### Placement density heat map

The die is cut into 7 by 12 equal tiles; white is low, dark blue is high, 0 to 100% covered.
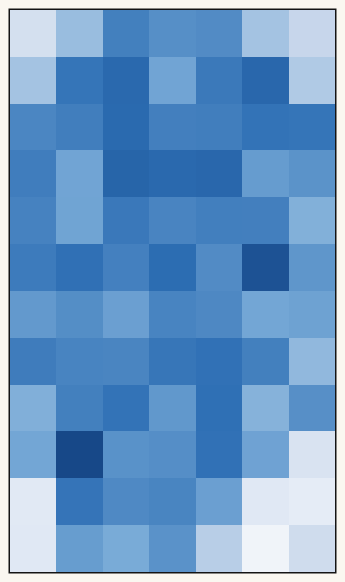
### Placement view

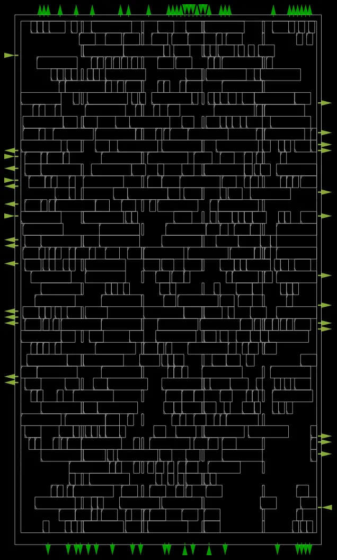
### Ports around the boundary

The bar under the picture is 20 µm long. Pins as bars across the die edge, other pins in grey.
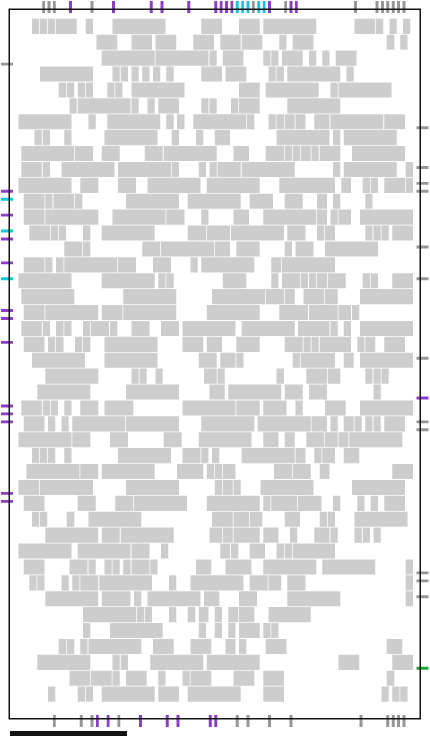
### Cell sizes after repair

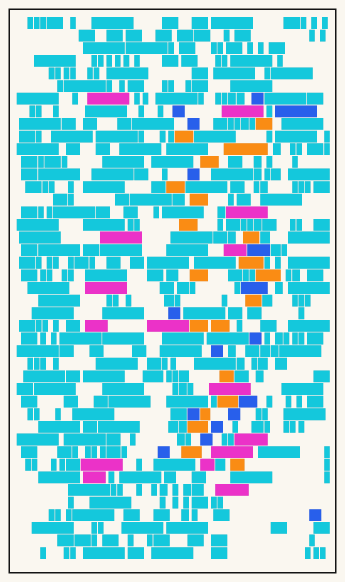
--- src/rtl/debug_loader.sv ---
// Debug loader: decodes a byte stream into program-load, run and single-step
// commands for a pipeline and writes the received instruction words to memory.
module debug_loader #(
    parameter int unsigned        NB_REG   = 32,
    parameter int unsigned        NB_BYTE  = 8,
    parameter logic [NB_BYTE-1:0] CMD_LOAD = NB_BYTE'(8'h4C),
    parameter logic [NB_BYTE-1:0] CMD_RUN  = NB_BYTE'(8'h52),
    parameter logic [NB_BYTE-1:0] CMD_STEP = NB_BYTE'(8'h53)
) (
    input  logic               i_clk,
    input  logic               i_reset,
    input  logic [NB_BYTE-1:0] i_rx_data,
    input  logic               i_rx_valid,
    input  logic               i_halt,
    output logic               o_dunit_clk_en,
    output logic               o_dunit_w_en,
    output logic [NB_REG-1:0]  o_dunit_mem_addr,
    output logic [NB_REG-1:0]  o_dunit_mem_data,
    output logic               o_busy,
    output logic               o_done
);

    localparam int unsigned BYTES_PER_WORD = NB_REG / NB_BYTE;
    localparam int unsigned BCNT_W         = $clog2(BYTES_PER_WORD);
    localparam int unsigned IDX_W          = NB_BYTE + 1;
    localparam int unsigned PART_W         = NB_REG - NB_BYTE;
    localparam int unsigned ADDR_SHIFT     = $clog2(NB_REG / 8);

    localparam logic [BCNT_W-1:0] LAST_BYTE = BCNT_W'(BYTES_PER_WORD - 1);
    // A count byte of zero stands for the largest count, 2**NB_BYTE words.
    localparam logic [IDX_W-1:0]  FULL_CNT  = IDX_W'(1) << NB_BYTE;

    typedef enum logic [2:0] {
        IDLE,
        LOAD_CNT,
        LOAD_DATA,
        RUN,
        STEP
    } state_t;

    state_t              state;
    logic [IDX_W-1:0]    word_cnt;
    logic [IDX_W-1:0]    word_idx;
    logic [BCNT_W-1:0]   byte_cnt;
    logic [PART_W-1:0]   partial_word;
    logic [NB_REG-1:0]   next_word;

    // Word as it stands once the current byte is shifted in (MSB first).
    assign next_word = {partial_word, i_rx_data};

    // Command decode, word assembly and pipeline control.
    always_ff @(posedge i_clk or negedge i_reset) begin
        if (!i_reset) begin
            state            <= IDLE;
            word_cnt         <= '0;
            word_idx         <= '0;
            byte_cnt         <= '0;
            partial_word     <= '0;
            o_dunit_clk_en   <= 1'b0;
            o_dunit_w_en     <= 1'b0;
            o_dunit_mem_addr <= '0;
            o_dunit_mem_data <= '0;
            o_busy           <= 1'b0;
            o_done           <= 1'b0;
        end else begin
            o_dunit_w_en <= 1'b0;
            o_done       <= 1'b0;
            case (state)
                IDLE: begin
                    o_busy         <= 1'b0;
                    o_dunit_clk_en <= 1'b0;
                    if (i_rx_valid) begin
                        if (i_rx_data == CMD_LOAD) begin
                            state  <= LOAD_CNT;
                            o_busy <= 1'b1;
                        end else if (i_rx_data == CMD_RUN) begin
                            state          <= RUN;
                            o_busy         <= 1'b1;
                            o_dunit_clk_en <= 1'b1;
                        end else if (i_rx_data == CMD_STEP) begin
                            state          <= STEP;
                            o_busy         <= 1'b1;
                            o_dunit_clk_en <= 1'b1;
                        end
                    end
                end

                LOAD_CNT: begin
                    if (i_rx_valid) begin
                        word_cnt     <= (i_rx_data == '0) ? FULL_CNT : IDX_W'(i_rx_data);
                        word_idx     <= '0;
                        byte_cnt     <= '0;
                        partial_word <= '0;
                        state        <= LOAD_DATA;
                    end
                end

                LOAD_DATA: begin
                    if (i_rx_valid) begin
                        partial_word <= next_word[PART_W-1:0];
                        byte_cnt     <= (byte_cnt == LAST_BYTE) ? '0 : byte_cnt + BCNT_W'(1);
                        if (byte_cnt == LAST_BYTE) begin
                            o_dunit_w_en     <= 1'b1;
                            o_dunit_mem_data <= next_word;
                            o_dunit_mem_addr <= NB_REG'(word_idx) << ADDR_SHIFT;
                            word_idx         <= word_idx + IDX_W'(1);
                            // Busy stays high through the final strobe and drops after it.
                            if (word_idx + IDX_W'(1) == word_cnt) begin
                                o_done <= 1'b1;
                                state  <= IDLE;
                            end
                        end
                    end
                end

                RUN: begin
                    if (i_halt) begin
                        o_dunit_clk_en <= 1'b0;
                        o_done         <= 1'b1;
                        o_busy         <= 1'b0;
                        state          <= IDLE;
                    end
                end

                STEP: begin
                    o_dunit_clk_en <= 1'b0;
                    o_busy         <= 1'b0;
                    state          <= IDLE;
                end

                default: begin
                    o_dunit_clk_en <= 1'b0;
                    o_busy         <= 1'b0;
                    state          <= IDLE;
                end
            endcase
        end
    end

endmodule

--- config.mk ---
export PLATFORM = sky130hd
export DESIGN_NAME = debug_loader
export DESIGN_NICKNAME = d
export VERILOG_FILES = /design/src/rtl/debug_loader.sv
export SDC_FILE = /design/constraint.sdc
export NUM_CORES = 1
export LEC_CHECK = 0
export CAP_MARGIN = 20
export CORE_ASPECT_RATIO = 1.75
export CORE_MARGIN = 1
export CORE_UTILIZATION = 50
export DETAILED_ROUTE_END_ITERATION = 8
export PLACE_DENSITY_LB_ADDON = 0.1
export SETUP_SLACK_MARGIN = 0.4
export SYNTH_ARGS = -nofsm -noshare
export SYNTH_HDL_FRONTEND = slang
export SYNTH_SLANG_ARGS = --single-unit
--- constraint.sdc ---
create_clock -name i_clk -period 2.5 [get_ports i_clk]
set_clock_uncertainty 0.05 [all_clocks]
set_input_delay 0.375 -clock i_clk [delete_from_list [all_inputs] [get_ports i_clk]]
set_output_delay 0.375 -clock i_clk [all_outputs]
set_load 0.05 [all_outputs]
==> results_dict.tcl <==
# yosys + openroad results
set metrics [dict create \
    drt_iter0_drc 160 \
    crit_slowest_cell "dfrtp_2" \
    slowest_delay_ps 450 \
    post-place-ws_ps 288 \
    largest_reg_flops 32 \
    critical_path.endpoint "o_done" \
    clk_share_pct 5.78 \
    hold_viol 0 \
    top_area_cell "dfrtp_1" \
    ant_nets 0 \
    path_cells "ha_4 -> xor2_1 -> a311oi_1 -> o2111ai_2 -> or3_4 -> a21oi_2" \
    yosys_cells 412 \
    chipArea_um2 8490 \
    maxPowerGroup "combinational cells" \
    leakage_nw 2.43 \
    min_path_type "flop to flop" \
    rsz0062_at_grt "true" \
    clkbuf_count 14 \
    slew_viol_final 0 \
    numCtsBuffers 9 \
    endpoint_kind "flop" \
    dpl-instance-area_um2 4660 \
    grt_start_max_net_pins 57 \
    simple_gate_area_share_pct 19.9 \
    cts.sinks 92 \
    synth-edff-count 0 \
    ys_sh_aoi_pct 10.7 \
    placedCellCount 549 \
    status "completed" \
    synth_flops 92 \
    wl_per_cell_um 15.7 \
    vias 3038 \
    setup_viol 0 \
    intPower_mw 3.60 \
    sw_frac_of_total_pct 41.2 \
    top_cell "nand2_1" \
    use_met2_pct 38.1 \
    flops 92 \
    regMostFlops "o_dunit_mem_data" \
    wl_met1_mm 3.64 \
    mux_share_pct 2.72 \
    cts_buffer_depth 2 \
    finalWeightedCongestion 0.856 \
    max_cap_violations 0 \
    powerClk_mw 1.31 \
    crit_buf_inv 0 \
    p_seq_mw 2.29 \
    ir_drop_v 0.000725 \
    ys_seq_share_pct 56.8 \
    layout_top_cells "150 x nand2_1, 91 x dfrtp_1, 55 x clkdlybuf4s50_1" \
    post_cts_buffers 0 \
    p_comb_mw 2.52 \
    cts_tree "built" \
    cp.required_ps 2710 \
    grt_pass1_vias 2951 \
    timing.hold.ws_ps 421 \
    worstRegToRegCells 6 \
    ys_top_logic_family "simple AND/OR/NAND/NOR gates" \
    top_layer "met4" \
    cp.arrival_ps 2250 \
    fin_nets 485 \
    rrSetupSlack_ps 470 \
    flop_cell "dfrtp_1" \
    topCellsByArea "dfrtp_1 57%, nand2_1 14%, a22o_1 5.6%" \
    common_cells "150 x nand2_1, 92 x dfrtp_1, 26 x a22o_1" \
    drc 0 \
    comb_share_pct 32.0 \
    root_buffer "clkbuf_16" \
    reg2reg_from "word_idx[1]" \
    grt_pass1_wl_mm 14.7 \
    holdBufCountCts 1 \
    async_flop_share_pct 100 \
    htreeDepth 3 \
    grt_use_met1_pct 27.0 \
    combGateArea_um2 1610 \
    tool_warnings 27 \
    clk_pin_slew_ps 60 \
    first_pass_iters 4 \
    min_from "o_dunit_mem_addr[9]" \
    syn-cell-area_um2 4050 \
    via_per_inst 5.37 \
    power_switching_mw 2.52 \
    ios 80 \
    top_area_share_pct 56.8 \
    wl_met3_um 282 \
    holdPathEnd "o_dunit_mem_addr[9]" \
    hold_depth 2 \
    diodes 0 \
    worst_pin_slew_ps 689 \
    nFillCells 670 \
    fmax_mhz 492 \
    grt-ovfl-total 0 \
    logic_gate_count 294 \
    crit_fanout 5 \
    fa_ha_area_share_pct 0.617 \
    dp_hpwl_mm 6.04 \
    crit_path_start_kind "flop" \
    power.share.clock_pct 21.4 \
    ys_types 42 \
    wl_mm 8.91 \
    yosysWarnings 0 \
    antenna_found_initial 0 \
    track_usage_pct 22.5 \
    largest_cell_class "registers" \
    met2_length_mm 4.77 \
    r2r-end "o_done" \
    combPwrFrac_pct 41.2 \
    met3_usage_pct 4.49 \
    syn_avg_cell_area_um2 9.84 \
    clkLatencyLatePin_ps 340 \
    reg_top3 "o_dunit_mem_data: 32 flops, partial_word: 24 flops" \
    ys_sh_xor_pct 2.16 \
    finalSetupTns_ps 0 \
    lay_top_count "nand2_1" \
    drive_gt1_share_pct 10.9 \
    seq-cell-share_pct 45.9 \
    critPathTopFamily "AND-OR/OR-AND gates" \
    register_area_um2 2300 \
    p_per_area_nw_per_um2 1220 \
    busiest_layer "met2" \
    synthCells 412 \
    power.total_mw 6.12 \
    yosys_area_um2 4050 \
    finalCritPeriodShare_pct 81.3 \
    buf_share_pct 13.8 \
    inverters 4 \
    seq_power_share_pct 37.5 \
    path_class "flop to flop" \
    maxSlewHeadroom_pct 53.7 \
    worstSetupPathDepth 6 \
    period_minus_slack_ps 2030 \
    ctsResizeCount 2 \
    crit_path_start "word_idx[1]" \
]
Back to the opening pictures, 'Placement density heat map':
mean over tiles = 58%
tiles over 75% full = 11%
emptiest ninth of the die = south-east
fullest tile = 90%
fin util: 63.5%
FP Util: 51.3%
Core Box Area: 7910 µm²

Back to the opening pictures, 'Placement view':
Well-Tap Cells: 90
non-filler cells, final: 566
FP Rows: 43

Back to the opening pictures, 'Ports around the boundary':
green -> i_reset  # pins 1, direction input, edge east
purple -> o_dunit_mem_data  # pins 32, direction output, edge 12 north, 12 west, 7 south, 1 east
cyan -> i_rx_data  # pins 8, direction input, edge 5 north, 3 west
PortBufs: 56
die width: 70.1 µm
die span in y: 121 µm

Back to the opening pictures, 'Cell sizes after repair':
orange -> x2  # cells 20, share 4.2%
magenta -> x6 and larger  # cells 15, share 3.2%
blue -> x3 and x4  # cells 17, share 3.6%
cyan -> x1 and smaller  # cells 424, share 89%
Buffers, non-clock: 70
post-route cell area: 5020 µm²
min setup slack post-route: 467 ps
Area Overhead vs Synth: 23.8%

